<file path="config.mk">
export PLATFORM = sky130hd
export DESIGN_NAME = muldiv_sequencer
export DESIGN_NICKNAME = d
export VERILOG_FILES = /design/src/rtl/muldiv_sequencer_pkg.sv /design/src/rtl/muldiv_sequencer.sv
export SDC_FILE = /design/constraint.sdc
export NUM_CORES = 1
export LEC_CHECK = 0
export CAP_MARGIN = 0
export CORE_ASPECT_RATIO = 1.75
export CORE_MARGIN = 4
export CORE_UTILIZATION = 56
export CTS_CLUSTER_SIZE = 20
export DETAILED_ROUTE_END_ITERATION = 10
export DONT_BUFFER_PORTS = 1
export GPL_ROUTABILITY_DRIVEN = 0
export GPL_TIMING_DRIVEN = 0
export PLACE_DENSITY = 0.69
export SKIP_CTS_REPAIR_TIMING = 1
export SLEW_MARGIN = 20
export SYNTH_ARGS = -nofsm -noshare
export SYNTH_HDL_FRONTEND = slang
export SYNTH_SLANG_ARGS = --single-unit
export TNS_END_PERCENT = 50
</file>
<file path="constraint.sdc">
create_clock -name clk -period 11.2 [get_ports clk]
set_clock_uncertainty 0.15 [all_clocks]
set_input_delay 1.68 -clock clk [delete_from_list [all_inputs] [get_ports clk]]
set_output_delay 1.68 -clock clk [all_outputs]
set_load 0.02 [all_outputs]
</file>
<file path="src/rtl/muldiv_sequencer_pkg.sv">
// muldiv_sequencer_pkg
//   Shared encodings for the multiply/divide sequencer: mdOp codes, the Alu
//   function codes it drives, the FSM state type and small op decoders.
package muldiv_sequencer_pkg;

   localparam int MD_WIDTH = 32;

   // mdOp encodings
   localparam logic [1:0] MD_MULT  = 2'b00;
   localparam logic [1:0] MD_MULTU = 2'b01;
   localparam logic [1:0] MD_DIV   = 2'b10;
   localparam logic [1:0] MD_DIVU  = 2'b11;

   // Alu function codes
   localparam logic [5:0] FUN_NO   = 6'h00;
   localparam logic [5:0] FUN_ADDU = 6'h21;
   localparam logic [5:0] FUN_SUBU = 6'h23;

   typedef enum logic [2:0] {
      ST_IDLE   = 3'd0,
      ST_PREP_A = 3'd1,
      ST_PREP_B = 3'd2,
      ST_ITER   = 3'd3,
      ST_FIX_LO = 3'd4,
      ST_FIX_HI = 3'd5,
      ST_DONE   = 3'd6
   } md_state_t;

   // bit 1 selects divide, bit 0 selects unsigned
   function automatic logic md_is_div(input logic [1:0] op);
      return op[1];
   endfunction

   function automatic logic md_is_signed(input logic [1:0] op);
      return ~op[0];
   endfunction

endpackage

</file>
<file path="src/rtl/muldiv_sequencer.sv">
// muldiv_sequencer
//   Multi-cycle MULT/MULTU/DIV/DIVU engine that borrows the shared 32-bit Alu
//   for every add/subtract. Shift-add multiply and restoring divide on operand
//   magnitudes, followed by a two-step sign fixup. Fixed latency: an accept on
//   edge 0 gives done in cycle 37 for every op.
// Ports
//   clk, reset          clock (rising), asynchronous active-high reset
//   start, mdOp         request and op; sampled only while idle
//   srcA, srcB          rs (multiplicand/dividend), rt (multiplier/divisor)
//   aluOpA/aluOpB       Alu operand drive (combinational from state)
//   aluFunct            Alu function; FUN_NO when idle
//   aluOut              Alu result, same cycle
//   busy, done          busy while not idle; done one-cycle pulse
//   hi, lo              result registers, held between operations
//   divByZero           flags a zero divisor alongside done
module muldiv_sequencer
   import muldiv_sequencer_pkg::*;
#(
   parameter int WIDTH = 32,
   parameter int ITERS = 32
) (
   input  logic             clk,
   input  logic             reset,
   input  logic             start,
   input  logic [1:0]       mdOp,
   input  logic [WIDTH-1:0] srcA,
   input  logic [WIDTH-1:0] srcB,
   output logic [WIDTH-1:0] aluOpA,
   output logic [WIDTH-1:0] aluOpB,
   output logic [5:0]       aluFunct,
   input  logic [WIDTH-1:0] aluOut,
   output logic             busy,
   output logic             done,
   output logic [WIDTH-1:0] hi,
   output logic [WIDTH-1:0] lo,
   output logic             divByZero
);

   localparam int CW = $clog2(ITERS);
   localparam logic [CW-1:0] CNT_LAST = CW'(ITERS - 1);

   md_state_t        state;
   logic [1:0]       op_q;
   logic [WIDTH-1:0] a_raw;   // original dividend, returned as hi on divide-by-zero
   logic [WIDTH-1:0] acc;     // product high word / remainder
   logic [WIDTH-1:0] lo_w;    // multiplier+product low word / quotient
   logic [WIDTH-1:0] mc;      // multiplicand / divisor
   logic             sign_a;
   logic             sign_b;
   logic             b_zero;
   logic [CW-1:0]    cnt;

   logic             div_op;
   logic             div0;
   logic             neg_lo;
   logic             neg_hi;
   logic [WIDTH-1:0] rem_sh;
   logic             carry;
   logic             dv_take;

   assign div_op = md_is_div(op_q);
   assign div0   = div_op & b_zero;
   // Zero divisor returns the forced result with no sign fixup at all.
   assign neg_lo = ~div0 & (sign_a ^ sign_b);
   assign neg_hi = ~div0 & (div_op ? sign_a : (sign_a ^ sign_b));

   // Remainder after shifting in the next dividend bit; acc[MSB] is the
   // shifted-out bit that forces the trial subtract to be taken.
   assign rem_sh  = {acc[WIDTH-2:0], lo_w[WIDTH-1]};
   assign dv_take = acc[WIDTH-1] | (rem_sh >= mc);
   assign carry   = (aluOut < acc);

   always_comb begin
      aluFunct = FUN_NO;
      aluOpA   = '0;
      aluOpB   = '0;
      case (state)
         ST_PREP_A: begin
            if (sign_a) begin
               aluFunct = FUN_SUBU;
               aluOpB   = lo_w;
            end else begin
               aluFunct = FUN_ADDU;
               aluOpA   = lo_w;
            end
         end
         ST_PREP_B: begin
            if (sign_b) begin
               aluFunct = FUN_SUBU;
               aluOpB   = mc;
            end else begin
               aluFunct = FUN_ADDU;
               aluOpA   = mc;
            end
         end
         ST_ITER: begin
            if (div_op) begin
               aluFunct = FUN_SUBU;
               aluOpA   = rem_sh;
               aluOpB   = mc;
            end else begin
               aluFunct = FUN_ADDU;
               aluOpA   = acc;
               aluOpB   = lo_w[0] ? mc : '0;
            end
         end
         ST_FIX_LO: begin
            if (neg_lo) begin
               aluFunct = FUN_SUBU;
               aluOpB   = lo_w;
            end else begin
               aluFunct = FUN_ADDU;
               aluOpA   = lo_w;
            end
         end
         ST_FIX_HI: begin
            if (neg_hi) begin
               aluFunct = FUN_SUBU;
               aluOpB   = acc;
               // 64-bit negate of the product: the high word only takes the
               // +1 when the low word was zero. lo_w already holds the negated
               // low word, which is zero exactly when the original was.
               if (!div_op && lo_w != '0)
                  aluOpA = '1;
            end else begin
               aluFunct = FUN_ADDU;
               aluOpA   = acc;
            end
         end
         default: ;
      endcase
   end

   always_ff @(posedge clk or posedge reset) begin
      if (reset) begin
         state     <= ST_IDLE;
         op_q      <= '0;
         a_raw     <= '0;
         acc       <= '0;
         lo_w      <= '0;
         mc        <= '0;
         sign_a    <= 1'b0;
         sign_b    <= 1'b0;
         b_zero    <= 1'b0;
         cnt       <= '0;
         hi        <= '0;
         lo        <= '0;
         busy      <= 1'b0;
         done      <= 1'b0;
         divByZero <= 1'b0;
      end else begin
         done <= 1'b0;
         case (state)
            ST_IDLE: begin
               if (start) begin
                  op_q      <= mdOp;
                  a_raw     <= srcA;
                  lo_w      <= srcA;
                  mc        <= srcB;
                  sign_a    <= md_is_signed(mdOp) & srcA[WIDTH-1];
                  sign_b    <= md_is_signed(mdOp) & srcB[WIDTH-1];
                  b_zero    <= (srcB == '0);
                  acc       <= '0;
                  cnt       <= '0;
                  divByZero <= 1'b0;
                  busy      <= 1'b1;
                  state     <= ST_PREP_A;
               end
            end
            ST_PREP_A: begin
               lo_w  <= aluOut;
               state <= ST_PREP_B;
            end
            ST_PREP_B: begin
               mc    <= aluOut;
               state <= ST_ITER;
            end
            ST_ITER: begin
               if (div_op) begin
                  if (dv_take) begin
                     acc  <= aluOut;
                     lo_w <= {lo_w[WIDTH-2:0], 1'b1};
                  end else begin
                     acc  <= rem_sh;
                     lo_w <= {lo_w[WIDTH-2:0], 1'b0};
                  end
               end else begin
                  acc  <= {carry, aluOut[WIDTH-1:1]};
                  lo_w <= {aluOut[0], lo_w[WIDTH-1:1]};
               end
               cnt <= cnt + 1'b1;
               if (cnt == CNT_LAST)
                  state <= ST_FIX_LO;
            end
            ST_FIX_LO: begin
               lo_w  <= aluOut;
               state <= ST_FIX_HI;
            end
            ST_FIX_HI: begin
               if (div0) begin
                  hi <= a_raw;
                  lo <= '1;
               end else begin
                  hi <= aluOut;
                  lo <= lo_w;
               end
               divByZero <= div0;
               done      <= 1'b1;
               state     <= ST_DONE;
            end
            ST_DONE: begin
               busy  <= 1'b0;
               state <= ST_IDLE;
            end
            default: begin
               busy  <= 1'b0;
               state <= ST_IDLE;
            end
         endcase
      end
   end

endmodule

</file>
==> images/gates.png <==
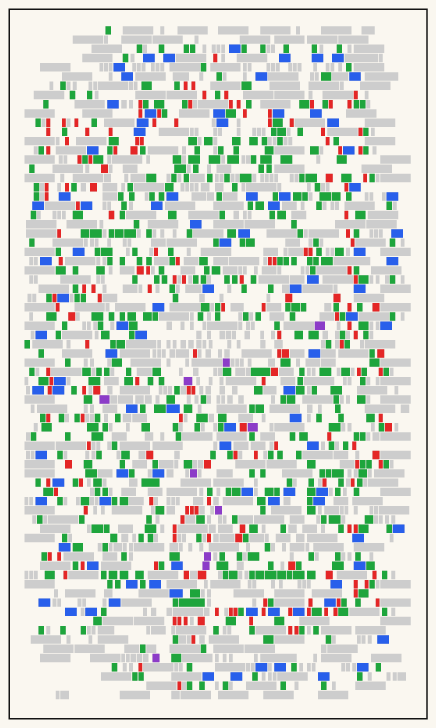
[red] nor cells | cells: 175 | most used: nor2_1 | where: all over the die
[blue] mux cells | cells: 98 | most used: mux2i_1 | where: all over the die
[green] aoi and oai cells | cells: 444 | most used: o21ai_0 | where: all over the die
[purple] and/or cells | cells: 10 | most used: and2_1

==> images/placed.png <==
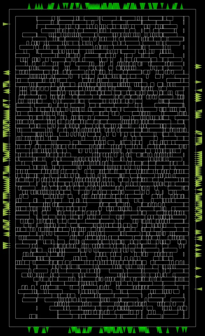
Core Area: 22,700 µm²
num sequential: 207
# rows: 73
Seq/total area: 37.0%

==> images/floorplan.png <==
Bar = 20 µm. Pins as bars on the die edge. Tap cells in grey.
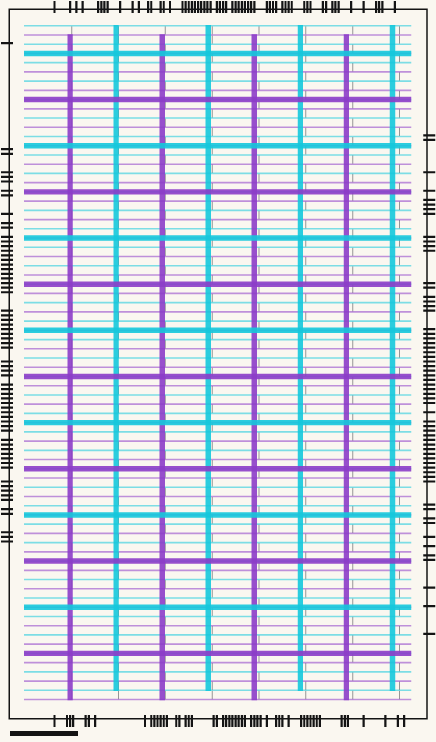
[cyan] VDD
[purple] VSS
met1 rails: 74
signal pins: 238
rows: 73
met5 straps: 14
die width: 123 µm
maximum VDD drop: 0.162 mV
Die Y: 209 µm

==> results.sh <==
# implementation run metrics
export IMPL_clk_latency_ns=0.53
export IMPL_fin_nets=1774
export IMPL_dr_pass1_iters=7
export IMPL_fmax_mhz=190
export IMPL_fin_setup_tns_ns=0
export IMPL_h_tree_depth=1
export IMPL_rsz0062_at_grt="no"
export IMPL_logic_area_um2=6950
export IMPL_hpwlAfterDp_mm=36.5
export IMPL_grt_pass1_wl_mm=74.5
export IMPL_status="finished clean"
export IMPL_r2r_setup_slack_ns=8.01
export IMPL_ys_area_um2=12900
export IMPL_grt_overflow_total=0
export IMPL_ys_sh_mux_pct=7.63
export IMPL_syn_area_per_cell_um2=8.15
export IMPL_ys_ff=207
export IMPL_crit_family="buffers and inverters"
export IMPL_synth_most_common_cell="nand2_1"
export IMPL_cp_data_required_time_ns=9.37
export IMPL_grt_pass1_vias=12800
export IMPL_critPathCaptureType="primary output"
export IMPL_ys_types=49
export IMPL_cts_tree="yes"
export IMPL_slew_headroom_pct=34.3
export IMPL_hold_class="flop to flop"
export IMPL_wl_mm=49.0
export IMPL_worstPathArrival_ns=3.43
export IMPL_synthXorXnorAreaFrac_pct=0.136
export IMPL_path_buffers=3
export IMPL_fillers=2144
export IMPL_cp_endpoint="aluOpB[1]"
export IMPL_warnings=26
export IMPL_worst_hold_path_num_cells=2
export IMPL_route_detailed_drc=0
==> images/util_map.png <==
Bar = 20 µm. The die is cut into 12 by 21 equal tiles; white is low, dark blue is high, 0 to 100% covered.
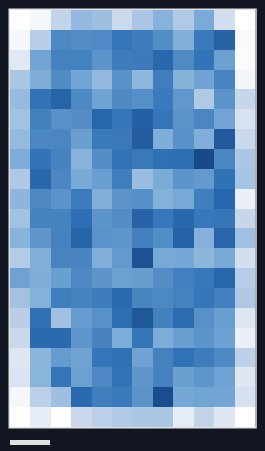
tiles over 75% full: 10%
mean over tiles: 53%
fullest tile: 90%
nearly empty tiles: 2.0%
initial core utilization: 56.9%
final core utilization: 61.9%

==> images/port_trees.png <==
Bar = 20 µm.
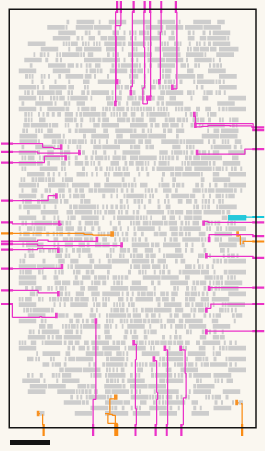
[orange] `aluFunct` | bits: 6 | direction: output | edge: 4 bottom, 1 left, 1 right | end cells: 5 | wire: 114 µm
[cyan] `done` | bits: 1 | direction: output | edge: right | end cells: 1 | wire: 4.10 µm
[magenta] `aluOpA` | bits: 32 | direction: output | edge: 11 left, 9 right, 7 top, 5 bottom | end cells: 32 | wire: 1,120 µm

==> final cells by class <==
type                    instances  share of cell area (%)
plain buffers                 118                    3.71
clock buffers                  29                    4.32
clock inverters                 4                   0.500
inverters                      66                    1.82
multi-input cells            1192                    49.6
flip-flops and latches        207                    37.0
well taps                     300                    2.68
repair buffers                  2                   0.393
==> cell usage in the layout (no fill, tap or decap), drive strengths merged, types with 33 or more instances in the layout <==
cell / n
dfrtp: 207
a22oi: 64
mux2i: 96
ha: 65
nor2: 149
a221oi: 33
clkbuf: 105
buf: 44
o21ai: 210
nand2: 358
inv: 66
a21oi: 90
==> where the power goes <==
part	internal, W	leakage (nW)	switching, W
registers	0.00102	2.47	0.000436
logic	0.000768	3.66	0.00145
clock network	0.000420	0.334	0.000313
total	0.00220	6.47	0.00220
==> layer usage <==
layer / vias to the layer above / global-route usage, % / wire [µm]
li1: 5596 / - / -
met3: 191 / 9.56 / 4780
met4: 0 / 22.9 / 3540
met1: 6135 / 42.5 / 16500
met2: 745 / 63.7 / 24200
met5: - / 0 / 0
==> flip-flops by register name, indices dropped and copies added, names as in the netlist <==
name / flops
mc: 32
a_raw: 32
state: 3
divByZero: 1
done: 1
lo: 32
lo_w: 32
hi: 32
op_q: 1
acc: 32
sign_a: 1
b_zero: 1
busy: 1
cnt: 5
sign_b: 1
==> through the flow <==
| stage | std cells | total power [W] | setup WS (ns) |
|---|---|---|---|
| finish | 1918 | 0.00440 | 5.94 |
| global route | 1918 | 0.00468 | 5.91 |
| CTS | 1918 | 0.00434 | 6.14 |
| detailed placement | 1885 | 0.00361 | 6.71 |
| global placement | 1883 | 0.00355 | 1.21 |
| floorplan | 1583 | 0.00297 | 3.72 |
==> tightest hold or removal path, delay by kind of cell, from the launching register on <==
family	cells	cell delay, ns
flops	1	0.34
simple gates	2	0.10
Power is estimated from default activity; no workload was simulated.
